ff_map.png
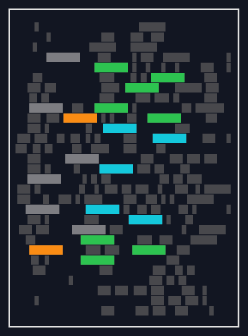
class_map.png
Bar = 20 um. Fill, decap, tap and diode cells in grey.
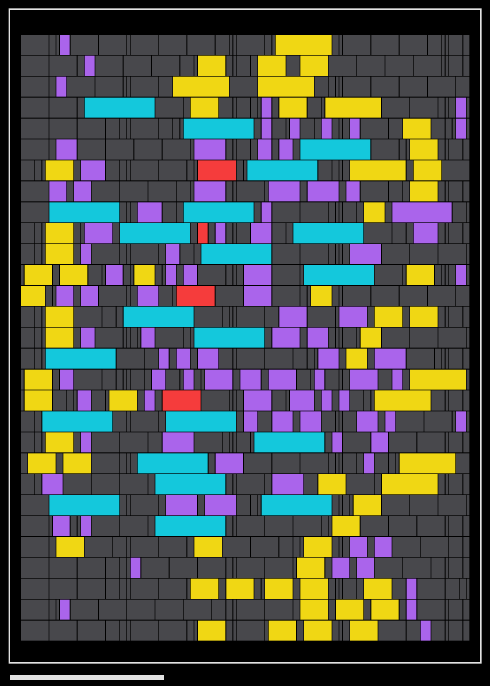
==> src/rtl/interrupt_controller.sv <==
// interrupt_controller: Game Boy Color interrupt controller.
// Holds IF (0xFF0F) and IE (0xFFFF). Owns IME, including the one-instruction EI delay.
// Presents a prioritised request to the CPU control unit.
// Runs the IDLE -> DISPATCH -> VECTOR handshake that delivers the vector and clears
// the serviced IF bit.
// Optional feature macro: INTC_DISPATCH_CANCEL_EN.
//   Defined: the winner is chosen at int_sel_i, and an emptied pending set yields
//            vector 16'h0000.
//   Default: the winner and vector are latched at int_ack_i.

module interrupt_controller #(
    parameter logic [15:0] IF_ADDR = 16'hFF0F,
    parameter logic [15:0] IE_ADDR = 16'hFFFF,
    parameter int          NUM_IRQ = 5
) (
    input  logic               clk_i,
    input  logic               rst_i,
    input  logic [NUM_IRQ-1:0] irq_i,
    input  logic [15:0]        addr_i,
    input  logic [7:0]         wdata_i,
    input  logic               wr_i,
    output logic [7:0]         rdata_o,
    output logic               rhit_o,
    input  logic               instr_done_i,
    input  logic               ime_set_i,
    input  logic               ime_set_now_i,
    input  logic               ime_clr_i,
    output logic               int_pending_o,
    output logic               int_req_o,
    input  logic               int_ack_i,
    input  logic               int_sel_i,
    output logic [15:0]        int_vector_o,
    output logic               int_vector_valid_o,
    output logic               ime_o
);

    typedef enum logic [1:0] {
        S_IDLE,
        S_DISPATCH,
        S_VECTOR
    } state_e;

    localparam logic [15:0] VEC_BASE = 16'h0040;

    state_e             state_q, state_d;
    logic [NUM_IRQ-1:0] if_q, if_d;
    logic [7:0]         ie_q, ie_d;
    logic               ime_q, ime_d;
    logic               ei_pend_q, ei_pend_d;
    logic [15:0]        vec_q, vec_d;
`ifdef INTC_DISPATCH_CANCEL_EN
`else
    logic [2:0]         idx_q, idx_d;
`endif

    logic [NUM_IRQ-1:0] pend_vec;
    logic [NUM_IRQ-1:0] clr_mask;
    logic               win_valid;
    logic [2:0]         win_idx;
    logic [15:0]        win_vec;
    logic               wr_if, wr_ie;
    logic               ack_take, sel_take;

    assign wr_if    = wr_i && (addr_i == IF_ADDR);
    assign wr_ie    = wr_i && (addr_i == IE_ADDR);
    assign pend_vec = ie_q[NUM_IRQ-1:0] & if_q;
    assign ack_take = int_ack_i && int_req_o;
    assign sel_take = int_sel_i && (state_q == S_DISPATCH);
    assign win_vec  = VEC_BASE + {10'd0, win_idx, 3'd0};

    // Lowest-numbered pending source wins; scanning downward lets the lowest index
    // overwrite any higher one.
    // NOTE: every signal written in a combinational block gets a default first,
    // otherwise an unassigned path infers a latch.
    always_comb begin
        win_valid = 1'b0;
        win_idx   = 3'd0;
        for (int i = NUM_IRQ - 1; i >= 0; i--) begin
            if (pend_vec[i]) begin
                win_valid = 1'b1;
                win_idx   = 3'(i);
            end
        end
    end

    // Bus read mux: IF reads back with its unused upper bits set.
    always_comb begin
        rhit_o  = (addr_i == IF_ADDR) || (addr_i == IE_ADDR);
        rdata_o = 8'h00;
        if (addr_i == IF_ADDR) begin
            rdata_o = {3'b111, if_q};
        end else if (addr_i == IE_ADDR) begin
            rdata_o = ie_q;
        end
    end

    // Next values for IF, IE, IME, the EI delay flag and the dispatch vector.
    always_comb begin
        ie_d      = wr_ie ? wdata_i : ie_q;
        ime_d     = ime_q;
        ei_pend_d = ei_pend_q;
        vec_d     = vec_q;
        clr_mask  = '0;
`ifdef INTC_DISPATCH_CANCEL_EN
        if (sel_take) begin
            if (win_valid) begin
                vec_d             = win_vec;
                clr_mask[win_idx] = 1'b1;
            end else begin
                vec_d = 16'h0000;
            end
        end
`else
        idx_d = idx_q;
        if (ack_take) begin
            idx_d = win_idx;
            vec_d = win_vec;
        end
        if (sel_take) begin
            clr_mask[idx_q] = 1'b1;
        end
`endif
        // A request pulse in the same cycle always wins over a write or a clear.
        if_d = ((wr_if ? wdata_i[NUM_IRQ-1:0] : if_q) & ~clr_mask) | irq_i;

        if (ime_clr_i || ack_take) begin
            ime_d     = 1'b0;
            ei_pend_d = 1'b0;
        end else begin
            if (ime_set_now_i) begin
                ime_d = 1'b1;
            end
            // Only an EI from an earlier cycle is promoted at this boundary.
            if (instr_done_i && ei_pend_q) begin
                ime_d     = 1'b1;
                ei_pend_d = 1'b0;
            end
            if (ime_set_i) begin
                ei_pend_d = 1'b1;
            end
        end
    end

    // Datapath registers.
    // NOTE: sequential state uses non-blocking assignments, so every flop samples
    // the pre-edge values.
    always_ff @(posedge clk_i or posedge rst_i) begin
        if (rst_i) begin
            if_q      <= '0;
            ie_q      <= 8'h00;
            ime_q     <= 1'b0;
            ei_pend_q <= 1'b0;
            vec_q     <= 16'h0000;
        end else begin
            if_q      <= if_d;
            ie_q      <= ie_d;
            ime_q     <= ime_d;
            ei_pend_q <= ei_pend_d;
            vec_q     <= vec_d;
        end
    end

`ifdef INTC_DISPATCH_CANCEL_EN
`else
    // Index of the source accepted at int_ack_i, cleared later at int_sel_i.
    always_ff @(posedge clk_i or posedge rst_i) begin
        if (rst_i) begin
            idx_q <= 3'd0;
        end else begin
            idx_q <= idx_d;
        end
    end
`endif

    // Dispatch FSM state register.
    always_ff @(posedge clk_i or posedge rst_i) begin
        if (rst_i) begin
            state_q <= S_IDLE;
        end else begin
            state_q <= state_d;
        end
    end

    // Dispatch FSM next state: VECTOR lasts exactly one cycle.
    always_comb begin
        state_d = state_q;
        unique case (state_q)
            S_IDLE:     if (ack_take) state_d = S_DISPATCH;
            S_DISPATCH: if (int_sel_i) state_d = S_VECTOR;
            S_VECTOR:   state_d = S_IDLE;
            default:    state_d = S_IDLE;
        endcase
    end

    // Dispatch FSM outputs and status.
    always_comb begin
        int_pending_o      = |pend_vec;
        int_req_o          = ime_q && (|pend_vec) && (state_q == S_IDLE);
        int_vector_valid_o = (state_q == S_VECTOR);
        int_vector_o       = vec_q;
        ime_o              = ime_q;
    end

endmodule

==> config.mk <==
export PLATFORM = sky130hd
export DESIGN_NAME = interrupt_controller
export DESIGN_NICKNAME = d
export VERILOG_FILES = /design/src/rtl/interrupt_controller.sv
export SDC_FILE = /design/constraint.sdc
export NUM_CORES = 1
export LEC_CHECK = 0
export ABC_CLOCK_PERIOD_IN_PS = 2500
export CAP_MARGIN = 20
export CELL_PAD_IN_SITES_DETAIL_PLACEMENT = 1
export CELL_PAD_IN_SITES_GLOBAL_PLACEMENT = 1
export CORE_ASPECT_RATIO = 1.4
export CORE_UTILIZATION = 25
export DETAILED_ROUTE_END_ITERATION = 10
export PLACE_DENSITY_LB_ADDON = 0.3
export SLEW_MARGIN = 40
export SYNTH_ARGS = -nofsm -noshare
export SYNTH_HDL_FRONTEND = slang
export SYNTH_SLANG_ARGS = --single-unit
==> constraint.sdc <==
create_clock -name clk_i -period 2.5 [get_ports clk_i]
set_clock_uncertainty 0.2 [all_clocks]
set_input_delay 0.25 -clock clk_i [delete_from_list [all_inputs] [get_ports clk_i]]
set_output_delay 0.25 -clock clk_i [all_outputs]
set_load 0.05 [all_outputs]
==> CHANGELOG.md <==
## Implementation

* Status: finished clean
* Storage element area at roughly 530 um2
* Worst slew pin tran at 510 ps
* Fin worst setup slack at 116 ps
* Nature of the critical path endpoint: primary output
* Most instantiated logic cells after routing: clkdlybuf4s50_1, dfrtp_1, nor2_1, conb_1
* RSZ-0062 raised after global routing: no
* EDFF count, synth at 0
* Antenna cells at 0
* First-pass GRT wire length at between 5 and 6 mm
* Cycle use final at 95.3%
* Number of CTS-inserted buffers at 3
* Fin nets at 216
* Critical path depth at 6
* Row count at 29
* M3 GR Usage at around 2.8%
* Combinational Power at about 0.14 mW
* Total GRT Usage at between 10% and 20%
* Vias in the first global route at 1,248
* Post-CTS Resized at 1
* Non-clock inverter count at 3
* Yosys top cell area share at between 40% and 50%
* # hold bufs at CTS at 0
* Syn. warnings at 0
* Worst Path Arrival at slightly below 2000 ps
* WL met2 at ~2.1 mm
* Worst-case vdd ir drop at ~0.26 mV
* Hpwl dp at 2.97 mm
* M1 wire length at roughly 1.4 mm
* Largest class: buffers
* Grt ovf at 0
* Layout clock buffer count at 4
* Clock Pin Slew Worst Setup and Hold Paths at about 80 ps
* Clock tree cell share of total cell area at roughly 2.3%
* Seq pwr at 0.345 mW
* Main synth FF type: dfrtp_1
* Non-Clock Buffer Count at roughly 59
* Part of the power in the clock network at between 30% and 40%
* Minimum clock period at 2380 ps
* Clk_lat worst skew at about 260 ps
* Reg-to-reg startpoint: int_vector_o[5]
* Largest reg by FF count: ie_q
* Max reg flops at 8
* Commonest Layout Cell: clkdlybuf4s50_1
* Vias per cell at about 4.8
* Core Util, Final at between 40% and 50%
* DR WL met3 at ~160 um
* Critical path destination: rdata_o[4]
* Ys async rst share at 100%
* Die area at roughly 0.0052 mm2
* CP delay by family, top: buffers and inverters
* FA/HA/MAJ Cells, Area Fraction at 0%
* Sequential cell area share at between 20 and 30%
* Max-cap violations at 0
* Comb pwr share at ~19%
* Fillcell total at around 540
* Seq pwr share at 49.2%
* Uppermost routed layer: met4
* Registers, synthesis at 21
* Largest power group: sequential cells
* Rel. slew slack at around two thirds
* Post-Syn Area per Cell at between 10 and 15 um2
* Static Leakage at 0.791 nW
* Floorplan utilization at a little over a quarter
* XOR Share, Synth at 0%
* Fin cells at 239
* Initial drt markers at 29
* WS Path Type: primary input to primary output
* Worst slack, placed at between 90 and 100 ps
* CTS tree: yes
* Largest cells by area: dfrtp_1, mux2_2, buf_4, a22oi_1, a311o_1
* Critical-path cell list: clkdlybuf4s50_1 -> nand4_1 -> or3_1 -> buf_4 -> nor2_1 -> buf_12
* Placed Instances at around 240
* Synth logic family: simple AND/OR/NAND/NOR gates
* CP peak stage delay at ~500 ps
* Mapped cell area at 0.00122 mm2
* GR peak layer: met2
* Postcts setup bufs at 0
* Seq Cell Count at 21
* Layout cells sized above 1 at 18.1%
* Seq share, synth at 42.9%
* Die height at between 80 and 90 um
* CP startpoint kind: primary input
* WL/cell at 15.2 um
* Clock sinks at 21
* Log Warnings at 26
* Fmax achieved at between 400 and 500 MHz
* N_taps at just over 60
* Routed WL at 3.64 mm
* I/O Buffers at between 50 and 60
* I/O pins at between 60 and 70
* Cell accounting for the most synthesized area: dfrtp_1
* Reg2reg end: if_q[3]
Back to the opening pictures, ff_map.png:
Key: cyan = `if_q` [sequential cells 5, where centre]; orange = `int_vector_o` [sequential cells 2]; green = `ie_q` [sequential cells 8]
Another 6 sequential cells are not coloured.

Back to the opening pictures, class_map.png:
Key: red = clock drivers and dummy loads [cells 4, share of their area 2.4%]; yellow = remaining buffers and delay cells [cells 59, share of their area 36%]; cyan = registers [cells 21, share of their area 28%]; purple = remaining logic cells [cells 93, share of their area 33%]

Power figures rest on the tool's default switching activity, not on a simulated workload.
